==> run_1/power_grid.png <==
(8 px per um) Pins as bars on the die edge. Tap cells in grey.
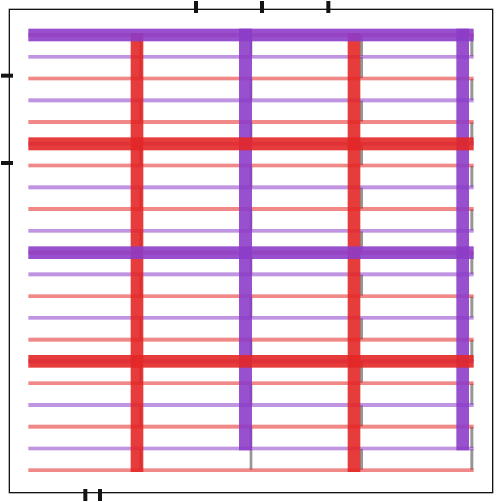
==> run_1/placement_by_type.png <==
(8 px per um) Fill, decap, tap and diode cells in grey.
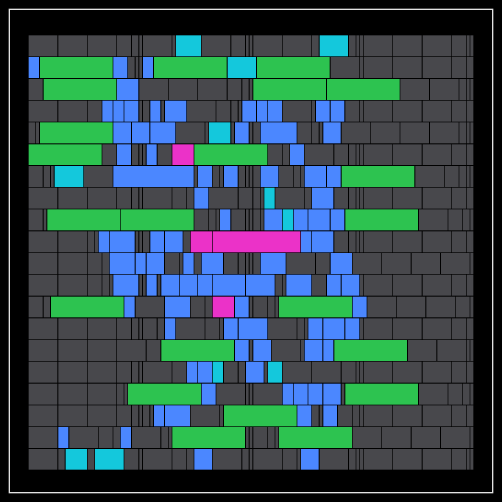
==> run_1/clk_routes.png <==
(6 px per um)
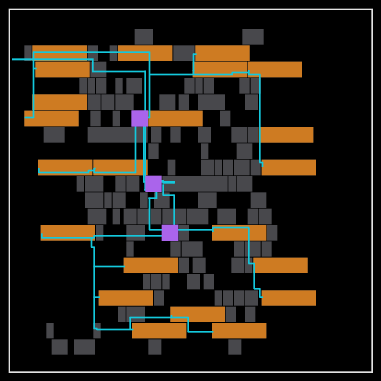
==> config.mk <==
export PLATFORM = sky130hd
export DESIGN_NAME = classificador_eventos_botao
export DESIGN_NICKNAME = d
export VERILOG_FILES = /design/src/rtl/classificador_eventos_botao.sv
export SDC_FILE = /design/constraint.sdc
export NUM_CORES = 1
export LEC_CHECK = 0
export ABC_CLOCK_PERIOD_IN_PS = 2250
export CAP_MARGIN = 25
export CORE_MARGIN = 2
export CORE_UTILIZATION = 35
export DETAILED_ROUTE_END_ITERATION = 8
export GPL_TIMING_DRIVEN = 0
export MAX_ROUTING_LAYER = met4
export PLACE_DENSITY = 0.54
export SLEW_MARGIN = 40
export SYNTH_ARGS = -nofsm -noshare
export SYNTH_HDL_FRONTEND = slang
export SYNTH_SLANG_ARGS = --single-unit
==> constraint.sdc <==
create_clock -name clk -period 2.25 [get_ports clk]
set_input_delay 0.5625 -clock clk [delete_from_list [all_inputs] [get_ports clk]]
set_output_delay 0.5625 -clock clk [all_outputs]
set_load 0.01 [all_outputs]
==> changes_impl.md, run 1 <==
### Physical design

* Status: complete, no violations
* Global-route usage over all layers at between 10% and 20%
* CP Class: input pin to flop
* PnR worst setup slack at between 150 and 200 ps
* Max stage delay on crit path at roughly 600 ps
* DR vias at approximately 880
* Sequential logic power at 402 uW
* Sum Neg Setup Slack at 0 ps
* Comb area share at 41.3%
* Top-count cell post-synth: dfrtp_1
* Min Clock Period, post-route at between 2000 and 2500 ps
* Register area at around 550 um^2
* Sw Pwr at 155 uW
* H-tree Lvls at 1
* Critical path launch point type: input pin
* Fmax at ~480 MHz
* Tool Warnings at 26
* Ys async rst share at 100%
* Adders+Majority by Area at under 10%
* Non-clock buffer share at 6.27%
* Simple share at between 20% and 30%
* Leading area contributor after synthesis: dfrtp_1
* Chip width at roughly 60 um
* Initial cell density of the core at approximately 37%
* CP cell instances: dlygate4sd2_1, nand4bb_4, or4_4, or4_1, a21oi_1
* Drt total wl at 2190 um
* Hold_ws at 512 ps
* Sequential cell count at 22
* Drc violations at 0
* Crit path depth at 5
* # Taps at approximately 44
* Global routing usage on met3 at 2.16%
* Vias/cell at 5.18
* GRT overflow at 0
* Max reg flops at 16
* Avg Cell Area, Syn at about 9.6 um^2
* Worst Setup End Kind: flop
* Met1 Usage GRT at about a fifth
* Antenna diodes at 0
* Slew Limit Fails at 0
* Cells on worst reg2reg path at 4
* Yosys Warn Count at 0
* Fin cells at roughly 170
* Synth logic family: simple AND/OR/NAND/NOR gates
* Final Hold Fails at 0
* Flops after synth at 22
* Worst path buffer plus inverter count at 1
* Uppermost layer routed: met4
* Antenna-violating nets left at 0
* First-pass GRT wire length at a little under 4000 um
* Fraction of layout cells with a size suffix above 1 at between 7 and 8%
* Critical Path RT at 2500 ps
* # Cells Yosys at about 120
* Clk buf depth at 2
* CP top delay family: simple AND/OR/NAND/NOR gates
* GRT Max-Usage Layer: met2
* Power Total at 746 uW
* Most frequent cells in the layout: 22 x dfrtp_1, 12 x a21oi_1, 10 x nor2_1
* Drt initial violations at 12
* Post-Synth XOR/XNOR Area at around 4.7%
* Pwr Density at just under 600 nW/um^2
* Setup Buffers After CTS at 1
* Placed Instances at approximately 170
* Tcrit/Tclk final at between 90% and 100%
* Endpoints failing setup at 0
* Sequential area share after synthesis at 49.7%
* Initial antenna violation count at 0
* Root Driver: clkbuf_4
* CP max stage cell: or4_4
* Sw Ratio at approximately 21%
* Worst R2R Setup Slack at roughly 220 ps
* Ao+oa area frac at a little under an eighth
* Cells after synthesis at approximately 120
* Unrepaired setup endpoints after global routing: no
* Pre-CTS setup slack at -449 ps
* Layout Nets at roughly 130
* Clock-cell share of area at under 10%
* Multi-input gates at 86
* GRT met2 Usage at 21.7%
* Crit path max fanout at 6
* Seq pwr share at around 54%
* TritonCTS clock tree: yes
* Largest net degree at the start of global routing at 23
* Post_cts resized at 1
-- power_grid.png (at the start) --
colour	net
red	VSS
purple	VDD
met5 straps	4
tap cells	44
CORE AREA: 3030 um^2
Vert. Die Dim: 60.2 um

-- placement_by_type.png (at the start) --
colour	class	cells	share of their area
green	sequential cells	22	45%
blue	combinational and other logic	89	44%
magenta	clock drivers and dummy loads	4	4.3%
cyan	remaining buffers and delay cells	11	6.6%
post-route design area: 1280 um^2
sequential fraction of total cell area: 43.1%
# rows: 20
post-layout util: 42.1%

-- clk_routes.png (at the start) --
[purple] clock drivers | count: 3
[cyan] clock wires | length: 294 um
[orange] flip-flops | count: 22
routed clock nets	4
Clk. pwr: 307 uW
Clk pwr share: 41.1%
Clock Latency Late Sink: 310 ps
skew final: 1.72 ps

==> run 2, diff against run 1 <==
--- a/config.mk
+++ b/config.mk
@@ -7,10 +7,10 @@
 export LEC_CHECK = 0
 export ABC_CLOCK_PERIOD_IN_PS = 2250
 export CAP_MARGIN = 25
+export CORE_ASPECT_RATIO = 2
 export CORE_MARGIN = 2
 export CORE_UTILIZATION = 35
 export DETAILED_ROUTE_END_ITERATION = 8
-export GPL_TIMING_DRIVEN = 0
 export MAX_ROUTING_LAYER = met4
 export PLACE_DENSITY = 0.54
 export SLEW_MARGIN = 40
==> changes_impl.md, run 2 <==
### Physical design

* Internal power at approximately 530 uW
* Unrepaired setup endpoints after global routing: no
* CP Class: flop to flop
* Comb area share at 41.4% (+0.12 points)
* Cells after synthesis at 115 (unchanged)
* TritonCTS clock tree: yes
* Clock-pin slew on the worst setup and hold paths at roughly 70 ps
* CLK BUF at 3
* Fill cells at roughly 290
* Drt initial violations at 16 (+4)
* Initial cell density of the core at 37.2% (+0.61 points)
* Clock-cell share of area at 3.24% (-0.87 points)
* Sequential cell count at 22 (unchanged)
* PnR worst setup slack at 296 ps (+146 ps)
* Commonest Layout Cell: dfrtp_1
* I/O pin count at 7
* Most frequent cells in the layout: 22 x dfrtp_1, 12 x a21oi_1, 10 x nor2_1
* Status: complete, no violations
* Cells on worst reg2reg path at 4 (unchanged)
* Area Overhead vs Synth at 14.9%
* Post-Synth XOR/XNOR Area at 4.75% (unchanged)
* CTS sink cnt at 22
* Routability congestion estimate at between 0.8 and 0.9
* Endpoints failing setup at 0 (unchanged)
* Chip area at 3660 um^2
* Inverter count at 3
* Antenna diodes at 0 (unchanged)
* Fmax at 512 MHz (+7.5%)
* # Taps at 30 (-32%)
* CORE AREA at 2980 um^2 (-1.7%)
* Yosys Warn Count at 0 (unchanged)
* Vias/cell at 5.76 (+11%)
* Power Total at 680 uW (-8.8%)
* Dpl hpwl at approximately 1800 um
* Vias in the first global route at between 800 and 900
* Chip width at 43.8 um (-27%)
* Adders+Majority by Area at 1.13% (unchanged)
* Seq pwr share at 59.0% (+5.2 points)
* Placed Instances at 153 (-7.3%)
* Top area contributor share at roughly 50%
* Sw Pwr at 147 uW (-4.9%)
* Static leakage at roughly 0.00049 uW
* CP top delay family: simple AND/OR/NAND/NOR gates
* Crit path max fanout at 5 (-1)
* WHS Path Cells at 1
* Fraction of layout cells with a size suffix above 1 at 9.52% (+1.6 points)
* Clk pwr share at 35.2% (-5.9 points)
* Tool Warnings at 26 (unchanged)
* Sequential logic power at 402 uW (about the same)
* Met3 wire length at slightly above 40 um
* Flops after synth at 22 (unchanged)
* Combinational fraction of design power at ~5.7%
* Sw Ratio at 21.6% (+0.88 points)
* Final Hold Fails at 0 (unchanged)
* Initial antenna violation count at 0 (unchanged)
* Pre-CTS setup slack at -290 ps (+158 ps)
* Fin cells at 156 (-8.2%)
* Setup Buffers After CTS at 0 (-1)
* Synth logic family: simple AND/OR/NAND/NOR gates
* Register area at 551 um^2 (unchanged)
* Max reg flops at 16 (unchanged)
* Max-Cap Viols at 0
* DR vias at 899 (+2.0%)
* Met1 Routed Length at 887 um
* GRT Max-Usage Layer: met2
* Comb power at slightly below 40 uW
* CP cell instances: nand4bb_4, or4_4, or4_1, a21oi_1
* GRT overflow at 0 (unchanged)
* Pwr Density at 535 nW/um^2 (-8.6%)
* Commonest cells post-synth: 22 x dfrtp_1, 12 x a21oi_1, 10 x nor2_1
* Hold WC Path Type: flop to flop
* MUX share of area at 0%
* Port-buffer cells at 5
* Max stage delay on crit path at 550 ps (-40 ps)
* Yosys Chip Area at around 1100 um^2
* Signal buffers at 12
* Synthesized area at ~1100 um^2
* Global routing usage on met3 at 1.30% (-0.87 points)
* DP Area at between 1000 and 1500 um^2
* Sequential area share after synthesis at 49.7% (unchanged)
* Leading area contributor after synthesis: dfrtp_1
* Total CTS buffers at 3
* Clk buf depth at 2 (unchanged)
* Layout Nets at 132 (+0.76%)
* Clk. pwr at 240 uW (-22%)
* Largest Pwr Group: sequential cells
* Drt total wl at 2320 um (+6.1%)
* Hold_ws at 521 ps (+9.04 ps)
* Uppermost layer routed: met4
* Non-clock buffer share at 8.26% (+2.0 points)
* Worst Setup End Kind: flop
* Ys async rst share at 100% (unchanged)
* Vert. Die Dim at 83.5 um (+39%)
* Top cells by area: dfrtp_1 50%, a21oi_1 5.4%, xnor2_1 4.0%
* Max rail drop VDD at 0.269 mV
* Slew Limit Fails at 0 (unchanged)
* Logic area at approximately 530 um^2
* Worst R2R Setup Slack at 300 ps (+80 ps)
* Largest class: registers
* Antenna-violating nets left at 0 (unchanged)
* Root Driver: clkbuf_8
* Tcrit/Tclk final at 86.8% (-6.5 points)
* Critical Path RT at 2440 ps (-60 ps)
* WL/cell at approximately 15 um
* Hold Buf Count CTS at 0
* Drc violations at 0 (unchanged)
* Post_cts resized at 0 (-1)
* Min Clock Period, post-route at 1950 ps (-146 ps)
* Dominant flop cell: dfrtp_1
* Flip-flops with a built-in enable at 0
* Top-count cell post-synth: dfrtp_1
* Critical path launch point type: flop
* Crit path depth at 4 (-1)
* Multi-input gates at 86 (unchanged)
* Met2 wire len at approximately 1300 um
* Met1 Usage GRT at 15.5% (-5.5 points)
* Ao+oa area frac at 11.8% (unchanged)
* Worst path buffer plus inverter count at 0 (-1)
* Simple share at 29.3% (unchanged)
* Sum Neg Setup Slack at 0 ps (unchanged)
* Distinct lib cells used at 28
* Largest net degree at the start of global routing at 23 (unchanged)
* Drt first pass iters at 4
* CP max stage cell: or4_4
* H-tree Lvls at 1 (unchanged)
* WP data arrival at 2140 ps
* Avg Cell Area, Syn at 9.63 um^2 (unchanged)
* # Cells Yosys at 115 (unchanged)
* First-pass GRT wire length at 3970 um (+1.4%)
==> run_2/clk_routes.png <==
(6 px per um)
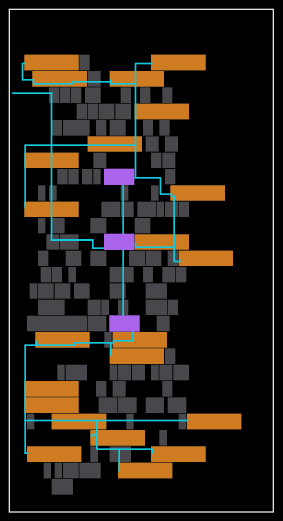
[cyan] clock wires | length: 273 um
[orange] flip-flops | count: 22
[purple] clock drivers | count: 3
routed clock nets	4
skew final: 3.63 ps
Clock Latency Late Sink: 260 ps

==> run_2/congestion.png <==
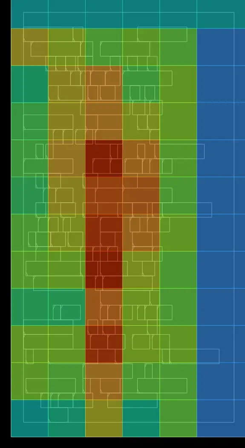
post-layout util: 42.7%
GRT met2 Usage: 26.1%
global-route usage over all layers: 14.7%

==> run_2/placement_by_type.png <==
(8 px per um) Fill, decap, tap and diode cells in grey.
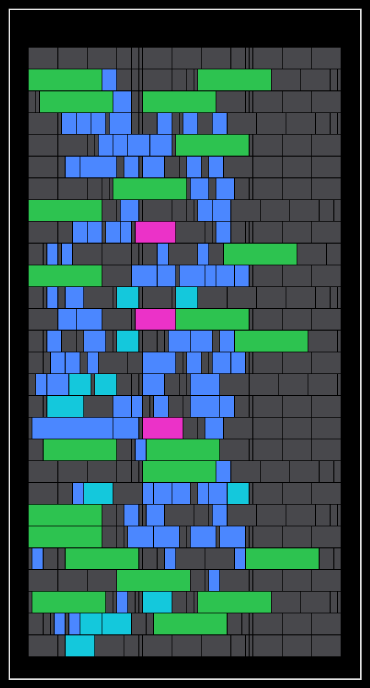
colour	class	cells	share of their area
cyan	remaining buffers and delay cells	12	8.5%
blue	combinational and other logic	89	44%
magenta	clock drivers	3	3.3%
green	sequential cells	22	45%
# rows: 28
post-route design area: 1270 um^2
sequential fraction of total cell area: 43.3%

Power and IR drop assume default switching activity.
